### src/rtl/lcd_pkg.sv
// Shared types and command constants for the HD44780-style LCD sequencing blocks.
package lcd_pkg;

  typedef enum logic [3:0] {
    StWaitInit,
    StCfgIssue,
    StCfgWait,
    StClearDelay,
    StAddrIssue,
    StAddrWait,
    StCharFetch,
    StCharIssue,
    StCharWait,
    StDone,
    StIdle
  } lcd_state_e;

  localparam logic [7:0] LCD_FUNC_SET = 8'h28;
  localparam logic [7:0] LCD_ENTRY    = 8'h06;
  localparam logic [7:0] LCD_DISP_ON  = 8'h0C;
  localparam logic [7:0] LCD_CLEAR    = 8'h01;
  localparam logic [7:0] LCD_DDRAM_L0 = 8'h80;
  localparam logic [7:0] LCD_DDRAM_L1 = 8'hC0;

  localparam logic RS_CMD  = 1'b0;
  localparam logic RS_DATA = 1'b1;

  localparam int unsigned DelayWidth = 17;

  // Configuration commands in issue order; Clear Display must be last.
  function automatic logic [7:0] cfg_cmd(input logic [1:0] idx);
    logic [7:0] cmd;
    case (idx)
      2'd0:    cmd = LCD_FUNC_SET;
      2'd1:    cmd = LCD_ENTRY;
      2'd2:    cmd = LCD_DISP_ON;
      default: cmd = LCD_CLEAR;
    endcase
    return cmd;
  endfunction

endpackage

### src/rtl/lcd_delay_counter.sv
// Loadable down-counter that saturates at zero; expired is high while the count is zero.
module lcd_delay_counter
  import lcd_pkg::*;
#(
  parameter int unsigned Width = DelayWidth
) (
  input  logic             clk,
  input  logic             reset,
  input  logic             load,
  input  logic [Width-1:0] load_value,
  input  logic             count,
  output logic             expired
);

  logic [Width-1:0] cnt_q, cnt_d;

  always_comb begin
    cnt_d = cnt_q;
    if (load) begin
      cnt_d = load_value;
    end else if (count && (cnt_q != '0)) begin
      cnt_d = cnt_q - Width'(1);
    end
  end

  always_ff @(posedge clk) begin
    if (!reset) begin
      cnt_q <= '0;
    end else begin
      cnt_q <= cnt_d;
    end
  end

  assign expired = (cnt_q == '0);

endmodule

### src/rtl/lcd_frame_sequencer.sv
// Drives the 4-bit LCD instruction sender: configure, clear, then write both 16-char lines;
// afterwards rewrites both lines on each refresh request.
module lcd_frame_sequencer
  import lcd_pkg::*;
#(
  parameter int unsigned CLEAR_WAIT     = 82000,
  parameter int unsigned CHARS_PER_LINE = 16
) (
  input  logic       clk,
  input  logic       reset,
  input  logic       init_done,
  input  logic       refresh,
  output logic [9:0] instr_db,
  output logic       instr_next,
  input  logic       instr_done,
  output logic [4:0] char_addr,
  input  logic [7:0] char_data,
  output logic       busy,
  output logic       frame_done
);

  // Loaded with CLEAR_WAIT-1 so CLEAR_DELAY lasts exactly CLEAR_WAIT cycles.
  localparam logic [DelayWidth-1:0] ClearLoad = DelayWidth'(CLEAR_WAIT - 1);
  localparam logic [3:0]            LastCol   = 4'(CHARS_PER_LINE - 1);

  lcd_state_e state_q, state_d;
  logic [1:0] cfg_idx_q, cfg_idx_d;
  logic       line_q, line_d;
  logic [3:0] col_q, col_d;
  logic       pending_q, pending_d;
  logic [7:0] data_q, data_d;
  logic       dly_load, dly_count, dly_expired;

  lcd_delay_counter #(
    .Width(DelayWidth)
  ) u_clear_delay (
    .clk       (clk),
    .reset     (reset),
    .load      (dly_load),
    .load_value(ClearLoad),
    .count     (dly_count),
    .expired   (dly_expired)
  );

  always_ff @(posedge clk) begin
    if (!reset) begin
      state_q   <= StWaitInit;
      cfg_idx_q <= 2'd0;
      line_q    <= 1'b0;
      col_q     <= 4'd0;
      pending_q <= 1'b0;
      data_q    <= 8'h00;
    end else begin
      state_q   <= state_d;
      cfg_idx_q <= cfg_idx_d;
      line_q    <= line_d;
      col_q     <= col_d;
      pending_q <= pending_d;
      data_q    <= data_d;
    end
  end

  always_comb begin
    state_d   = state_q;
    cfg_idx_d = cfg_idx_q;
    line_d    = line_q;
    col_d     = col_q;
    dly_load  = 1'b0;
    dly_count = 1'b0;
    data_d    = (state_q == StCharIssue) ? char_data : data_q;
    // Requests during a frame coalesce into one; WAIT_INIT requests are moot.
    if (state_q == StIdle) begin
      pending_d = 1'b0;
    end else if (refresh && (state_q != StWaitInit)) begin
      pending_d = 1'b1;
    end else begin
      pending_d = pending_q;
    end
    case (state_q)
      StWaitInit: begin
        if (init_done) begin
          state_d   = StCfgIssue;
          cfg_idx_d = 2'd0;
        end
      end
      StCfgIssue: state_d = StCfgWait;
      StCfgWait: begin
        if (instr_done) begin
          if (cfg_idx_q != 2'd3) begin
            cfg_idx_d = cfg_idx_q + 2'd1;
            state_d   = StCfgIssue;
          end else begin
            dly_load = 1'b1;
            state_d  = StClearDelay;
          end
        end
      end
      StClearDelay: begin
        dly_count = 1'b1;
        if (dly_expired) begin
          line_d  = 1'b0;
          state_d = StAddrIssue;
        end
      end
      StAddrIssue: state_d = StAddrWait;
      StAddrWait: begin
        if (instr_done) begin
          col_d   = 4'd0;
          state_d = StCharFetch;
        end
      end
      StCharFetch: state_d = StCharIssue;
      StCharIssue: state_d = StCharWait;
      StCharWait: begin
        if (instr_done) begin
          if (col_q != LastCol) begin
            col_d   = col_q + 4'd1;
            state_d = StCharFetch;
          end else if (!line_q) begin
            line_d  = 1'b1;
            state_d = StAddrIssue;
          end else begin
            state_d = StDone;
          end
        end
      end
      StDone: state_d = StIdle;
      StIdle: begin
        if (refresh || pending_q) begin
          line_d  = 1'b0;
          state_d = StAddrIssue;
        end
      end
      default: state_d = StWaitInit;
    endcase
  end

  always_comb begin
    instr_db   = 10'h000;
    instr_next = 1'b0;
    busy       = 1'b1;
    frame_done = 1'b0;
    case (state_q)
      StWaitInit, StIdle: busy = 1'b0;
      StCfgIssue: begin
        instr_next = 1'b1;
        instr_db   = {RS_CMD, 1'b0, cfg_cmd(cfg_idx_q)};
      end
      StCfgWait: instr_db = {RS_CMD, 1'b0, cfg_cmd(cfg_idx_q)};
      StAddrIssue: begin
        instr_next = 1'b1;
        instr_db   = {RS_CMD, 1'b0, line_q ? LCD_DDRAM_L1 : LCD_DDRAM_L0};
      end
      StAddrWait: instr_db = {RS_CMD, 1'b0, line_q ? LCD_DDRAM_L1 : LCD_DDRAM_L0};
      StCharIssue: begin
        instr_next = 1'b1;
        instr_db   = {RS_DATA, 1'b0, char_data};
      end
      // Buffer data may move on once fetched, so the latched copy is held.
      StCharWait: instr_db = {RS_DATA, 1'b0, data_q};
      StDone: begin
        busy       = 1'b0;
        frame_done = 1'b1;
      end
      default: ;
    endcase
  end

  assign char_addr = {line_q, col_q};

endmodule

### config.mk
export PLATFORM = sky130hd
export DESIGN_NAME = lcd_frame_sequencer
export DESIGN_NICKNAME = d
export VERILOG_FILES = /design/src/rtl/lcd_pkg.sv /design/src/rtl/lcd_delay_counter.sv /design/src/rtl/lcd_frame_sequencer.sv
export SDC_FILE = /design/constraint.sdc
export NUM_CORES = 1
export LEC_CHECK = 0
export ABC_AREA = 1
export CAP_MARGIN = 20
export CORE_UTILIZATION = 51
export DETAILED_ROUTE_END_ITERATION = 16
export HOLD_SLACK_MARGIN = 0.03
export PLACE_DENSITY_LB_ADDON = 0.08
export SYNTH_ARGS = -nofsm -noshare
export SYNTH_HDL_FRONTEND = slang
export SYNTH_HIERARCHICAL = 1
export SYNTH_SLANG_ARGS = --single-unit
### constraint.sdc
create_clock -name clk -period 1.93 [get_ports clk]
set_input_delay 0.2895 -clock clk [delete_from_list [all_inputs] [get_ports clk]]
set_output_delay 0.2895 -clock clk [all_outputs]
set_load 0.01 [all_outputs]
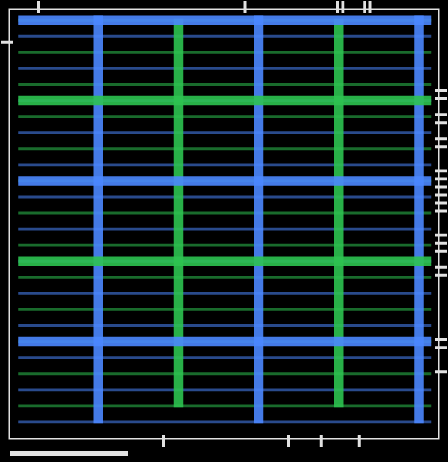
*Power grid*
The bar under the picture is 20 um long. Pins as bars on the die edge.
- blue: VSS
- green: VDD
- met1 rails: 26
- rows: 25
- met4 straps: 5
- met5 straps: 5
Max VDD drop: 0.0003887 V
die extent in y: 72.45 um
Core Area: 4755 um2
Die W: 72.45 um

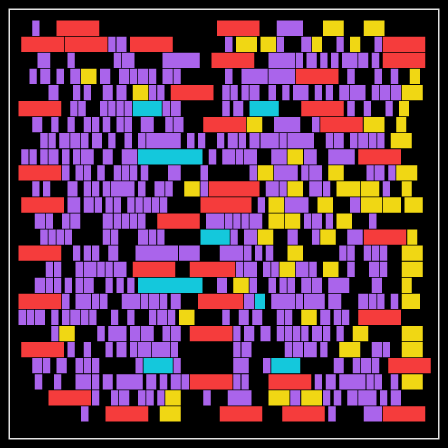
*Cells colored by class*
- cyan: clock drivers and dummy loads (cells 8; share of their area 4.3%)
- yellow: remaining buffers and delay cells (cells 55; share of their area 14%)
- red: sequential cells (cells 37; share of their area 24%)
- purple: remaining logic cells (cells 376; share of their area 58%)

==> impl_metrics.toml <==
# yosys + openroad results
[clock_network]
holdBufCountCts = 0
ctsResizeCount = 23
clk_pin_slew_ps = 80
clockBufferDepth = 2
cts.sinks = 37
clock_latency_ps = 300

[yosys]
ys_sh_xor = 0.01730
synth.cellmix.compoundShare = 0.1196
ys_seq_share = 0.2926
top_cell = "nand2_1"
ys_warn_count = 6
ys_top_cells_by_count = "nand2_1, nor2_1, dfxtp_1"
top_area_frac = 0.2926

[critical_path]
criticalPathCategory = "flop to primary output"
cp_data_required_time_ps = 1640
crit_path_end_kind = "primary output"
cp_max_fo = 6
reg2reg_from = "state_q[3]$_SDFFE_PN0P_"
startpoint_type = "flop"

[final_timing]
hold_viol_final = 0
relSlewSlack = 0.5997
fmax_mhz = 528.4
setup_tns_ps = 0
period_used_share = 0.9806

[job]
drv_cap = 0

[layout]
largest_reg_flops = 17
layout_top_cells = "nand2_1, nor2_1, nand3_1"
clock_buffers = 5
comb_cells = 337

[grt]
grt_max_degree = 17
use_met3 = 0.04306
grt_pass1_wl_mm = 10.70
grtUsageTotal = 0.2583

[pwr]
power.group.top = "sequential cells"
p_per_area_nw_per_um2 = 710.9

[floorplanning]
row_count = 25

[detailed_routing]
drc = 0
met3WireLength_um = 214
ant_nets = 0

[run_status]
outcome = "completed"
==> through the flow <==
stage | instance area, um2 | power [mW] | instances | worst slack (ps) | util
floorplan | 2591 | 1.245 | 422 | 76.69 | -
global placement | 3100 | 1.502 | 534 | 1.058 | 0.6521
detailed placement | 3100 | 1.515 | 534 | -18.27 | 0.6521
CTS | 3236 | 2.315 | 542 | 13.99 | 0.6805
global route | 3233 | 2.428 | 543 | -29.05 | 0.6800
finish | 3233 | 2.299 | 543 | 37.41 | 0.6800
==> worst max-delay path, cell delays in order, from the launching register on <==
cell	delay, ps
dfxtp_2	350
nor2_1	240
buf_4	190
nand2_1	80
nor3b_2	170
dlygate4sd2_1	280
No activity file was given, so power comes from the tool's default toggle rates.
